**Cell outlines without signal wires**

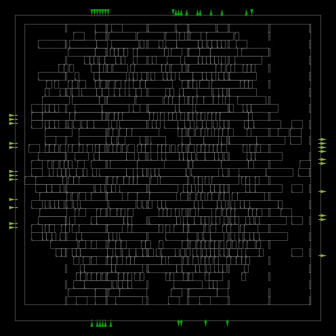
**Zoomed window**

Window x 27 to 77, y 48 to 98 µm. Cells in gray, sequential cells in the stronger gray; small squares are vias.
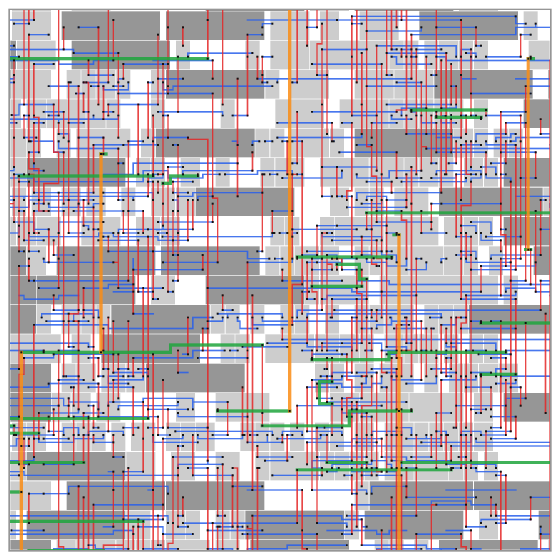
**Wire density map**

Drawn at 4 px/µm. The die is cut into 21 by 21 equal tiles; dark purple is low, yellow is high, scaled to the fullest tile. Values are wire area over tile area, all layers added.
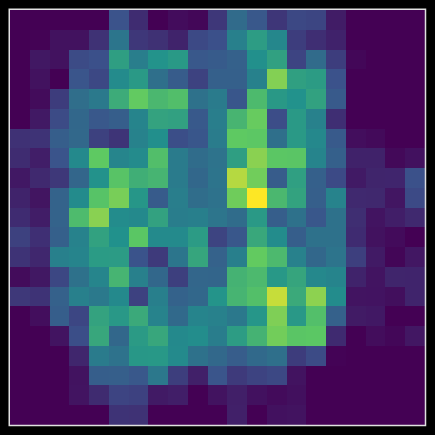
### src/rtl/mouse_position_tracker.sv
// rtl/mouse_position_tracker.sv - PS/2 packet to absolute clamped X/Y position, buttons and click pulses
// Optional MOUSE_TRACKER_WRAP_EN: positions wrap around the grid instead of saturating.
module mouse_position_tracker #(
   parameter int MOUSE_LIMIT_X = 160,
   parameter int MOUSE_LIMIT_Y = 120
) (
   input  logic       CLK,
   input  logic       RESET,
   input  logic       PKT_VALID,
   input  logic [7:0] STATUS_BYTE,
   input  logic [7:0] DX_BYTE,
   input  logic [7:0] DY_BYTE,
   output logic [7:0] MOUSE_X,
   output logic [7:0] MOUSE_Y,
   output logic [2:0] MOUSE_BUTTONS,
   output logic       LEFT_CLICK,
   output logic       RIGHT_CLICK,
   output logic       POS_UPDATED,
   output logic       SYNC_ERR
);

   localparam logic signed [9:0] LIM_X   = 10'(MOUSE_LIMIT_X);
   localparam logic signed [9:0] LIM_Y   = 10'(MOUSE_LIMIT_Y);
   localparam logic [7:0]        RESET_X = 8'(MOUSE_LIMIT_X / 2);
   localparam logic [7:0]        RESET_Y = 8'(MOUSE_LIMIT_Y / 2);

   typedef enum logic [2:0] {IDLE, CHECK, CALC_X, CALC_Y, COMMIT} trackerState;

   trackerState state, nextState;

   logic [7:0] capStatus, capDx, capDy;
   logic [7:0] pendStatus, pendDx, pendDy;
   logic       pendValid;
   logic [7:0] nextX, nextY;
   logic       leaving;

   logic signed [9:0] dxExt, dyExt, sumX, sumY;

   function automatic logic [7:0] fitRange(input logic signed [9:0] sum,
                                           input logic signed [9:0] limit);
      logic signed [9:0] v;
      v = sum;
`ifdef MOUSE_TRACKER_WRAP_EN
      // |d| up to 255 against a limit near 120 can need several corrections
      for (int i = 0; i < 3; i++) begin
         if (v < 0)
            v = v + limit;
         else if (v >= limit)
            v = v - limit;
      end
`else
      if (v < 0)
         v = '0;
      else if (v > limit - 10'sd1)
         v = limit - 10'sd1;
`endif
      return v[7:0];
   endfunction

   assign dxExt = capStatus[6] ? '0 : {capStatus[4], capStatus[4], capDx};
   assign dyExt = capStatus[7] ? '0 : {capStatus[5], capStatus[5], capDy};
   assign sumX  = $signed({2'b00, MOUSE_X}) + dxExt;
   assign sumY  = $signed({2'b00, MOUSE_Y}) - dyExt;

   assign leaving = (state == COMMIT) || (state == CHECK && !capStatus[3]);

   always_comb begin
      nextState = state;
      case (state)
         IDLE:    if (PKT_VALID) nextState = CHECK;
         CHECK:   if (capStatus[3]) nextState = CALC_X;
                  else nextState = (pendValid || PKT_VALID) ? CHECK : IDLE;
         CALC_X:  nextState = CALC_Y;
         CALC_Y:  nextState = COMMIT;
         COMMIT:  nextState = (pendValid || PKT_VALID) ? CHECK : IDLE;
         default: nextState = IDLE;
      endcase
   end

   always_ff @(posedge CLK or posedge RESET) begin
      if (RESET) begin
         state         <= IDLE;
         capStatus     <= '0;
         capDx         <= '0;
         capDy         <= '0;
         pendStatus    <= '0;
         pendDx        <= '0;
         pendDy        <= '0;
         pendValid     <= 1'b0;
         nextX         <= RESET_X;
         nextY         <= RESET_Y;
         MOUSE_X       <= RESET_X;
         MOUSE_Y       <= RESET_Y;
         MOUSE_BUTTONS <= '0;
         LEFT_CLICK    <= 1'b0;
         RIGHT_CLICK   <= 1'b0;
         POS_UPDATED   <= 1'b0;
         SYNC_ERR      <= 1'b0;
      end else begin
         state       <= nextState;
         LEFT_CLICK  <= 1'b0;
         RIGHT_CLICK <= 1'b0;
         POS_UPDATED <= 1'b0;
         SYNC_ERR    <= 1'b0;

         // A packet arriving as the FSM leaves is queued behind any pending one
         if (state == IDLE) begin
            if (PKT_VALID) begin
               capStatus <= STATUS_BYTE;
               capDx     <= DX_BYTE;
               capDy     <= DY_BYTE;
            end
         end else if (leaving) begin
            if (pendValid) begin
               capStatus <= pendStatus;
               capDx     <= pendDx;
               capDy     <= pendDy;
               pendValid <= PKT_VALID;
               if (PKT_VALID) begin
                  pendStatus <= STATUS_BYTE;
                  pendDx     <= DX_BYTE;
                  pendDy     <= DY_BYTE;
               end
            end else if (PKT_VALID) begin
               capStatus <= STATUS_BYTE;
               capDx     <= DX_BYTE;
               capDy     <= DY_BYTE;
            end
         end else if (PKT_VALID) begin
            pendStatus <= STATUS_BYTE;
            pendDx     <= DX_BYTE;
            pendDy     <= DY_BYTE;
            pendValid  <= 1'b1;
         end

         case (state)
            CHECK:   if (!capStatus[3]) SYNC_ERR <= 1'b1;
            CALC_X:  nextX <= fitRange(sumX, LIM_X);
            CALC_Y:  nextY <= fitRange(sumY, LIM_Y);
            COMMIT: begin
               MOUSE_X       <= nextX;
               MOUSE_Y       <= nextY;
               MOUSE_BUTTONS <= capStatus[2:0];
               LEFT_CLICK    <= capStatus[0] & ~MOUSE_BUTTONS[0];
               RIGHT_CLICK   <= capStatus[1] & ~MOUSE_BUTTONS[1];
               POS_UPDATED   <= 1'b1;
            end
            default: ;
         endcase
      end
   end

endmodule

### config.mk
export PLATFORM = sky130hd
export DESIGN_NAME = mouse_position_tracker
export DESIGN_NICKNAME = d
export VERILOG_FILES = /design/src/rtl/mouse_position_tracker.sv
export SDC_FILE = /design/constraint.sdc
export NUM_CORES = 1
export LEC_CHECK = 0
export ABC_AREA = 1
export CORE_MARGIN = 3
export CORE_UTILIZATION = 50
export DETAILED_ROUTE_END_ITERATION = 6
export MAX_ROUTING_LAYER = met4
export PLACE_DENSITY = 0.83
export SLEW_MARGIN = 20
export SYNTH_ARGS = -nofsm -noshare
export SYNTH_HDL_FRONTEND = slang
export SYNTH_SLANG_ARGS = --single-unit
export TNS_END_PERCENT = 20
### constraint.sdc
create_clock -name CLK -period 5.3 [get_ports CLK]
set_clock_uncertainty 0.05 [all_clocks]
set_input_delay 0.795 -clock CLK [delete_from_list [all_inputs] [get_ports CLK]]
set_output_delay 0.795 -clock CLK [all_outputs]
set_load 0.01 [all_outputs]
==> impl_metrics.tcl <==
# place-and-route summary
set metrics [dict create \
    ir_drop_mv 0.304 \
    relSlewSlack 0.425 \
    r2r-end "pendStatus[6]" \
    busiest_layer "met2" \
    edf_count 0 \
    nNetsFinal 703 \
    grt_antenna_before_repair 0 \
    crit_arrival_ps 2840 \
    gr-usage-met2 0.316 \
    clock-root-buffer "clkbuf_8" \
    ys_types 29 \
    ff_type "dfrtp_1" \
    rsz0062_at_grt "no" \
    final-nonclk-buf-share 0.0922 \
    combinationalPowerShare 0.529 \
    period_minus_slack_ps 2670 \
    hold_buffers 0 \
    drt_iter0_markers 219 \
    port_buffers 49 \
    synthArstFlopShare 1.00 \
    setup_ws_ps 2630 \
    start_kind "input pin" \
    rows 35 \
    yosys_warnings 0 \
    ios 50 \
    grt_pass1_wl_mm 17.8 \
    synthMuxAreaShare 0 \
    synthTopCellsByArea "dfrtp_1 41%, nand2_1 16%, inv_1 6.8%, dfstp_2 6.6%, o21ai_0 6.1%" \
    n_tap_cell 129 \
    worst_pin_slew_ps 863 \
    synth_compound_gate_area_share 0.137 \
    ant_nets 0 \
    cp_num_cells 5 \
    stdcell_count 791 \
    first_global_vias 3860 \
    crit_slowest_cell "nand2_1" \
    crit_family "buffers and inverters" \
    power_uw 3730 \
    syn-instance-count 616 \
    status "complete, no violations" \
    die_x_um 104 \
    switching_power_uw 1700 \
    cts_resized 0 \
    crit_chain "clkdlybuf4s50_1, inv_1, nand2_1, a21oi_1, a31oi_1" \
    logic_gates 414 \
    layout_top_cells "201 x nand2_1, 85 x inv_1, 79 x dfrtp_1, 58 x o21ai_0, 49 x clkdlybuf4s50_1" \
    clk_share 0.0396 \
    cts_buffer_depth 2 \
    most_common_cell "nand2_1" \
    syn_to_final_growth_pct 16.6 \
    drcViolationCount 0 \
    startpoint "PKT_VALID" \
    synth-xor-area-share 0.00734 \
    ys_seq_frac 0.480 \
    ff2ff_setup_slack_ps 2820 \
    top_area_cell "dfrtp_1" \
    crit-reg2reg-launch "state[1]" \
    cts_tree "done" \
    pre_cts_slack_ps 2270 \
    top_layer "met4" \
    p_clk_uw 510 \
    worstSetupEndpoint "capStatus[2]" \
    n_antenna_cell 0 \
    worstHoldPathCells 1 \
    gp_congestion 0.856 \
    ys_sh_simple 0.229 \
    avgViaCountPerCell 5.17 \
    wl_met2_mm 4.90 \
    logic_area_mm2 0.00204 \
    yosys_cells 616 \
    overflow 0 \
    layout-drive-gt1-share 0.0665 \
]
-- 'cell outlines without signal wires' (at the start) --
flop count: 91
Finished Core Util: 0.602
core box area: 0.00924 mm²
flop share of the area: 0.412
FILL cells: 800

-- 'zoomed window' (at the start) --
metal 1 -> blue
metal 2 -> red
metal 4 -> orange
metal 3 -> green
cells with their middle in the window = 241
netlist names of flops here include = capDx (6), pendDx (6), nextX (5)
sequential cells in the window = 27
most frequent = nand2_1 (72), inv_1 (32), dfrtp_1 (24)

-- 'wire density map' (at the start) --
mean over tiles = 0.15
densest ninth of the die = middle
nearly empty tiles = 21%
fullest tile = 0.55
tiles over half the peak = 20%
drt total wl: 10.3 mm
total number of vias: 4,093
Global Route Usage Sum: 0.204

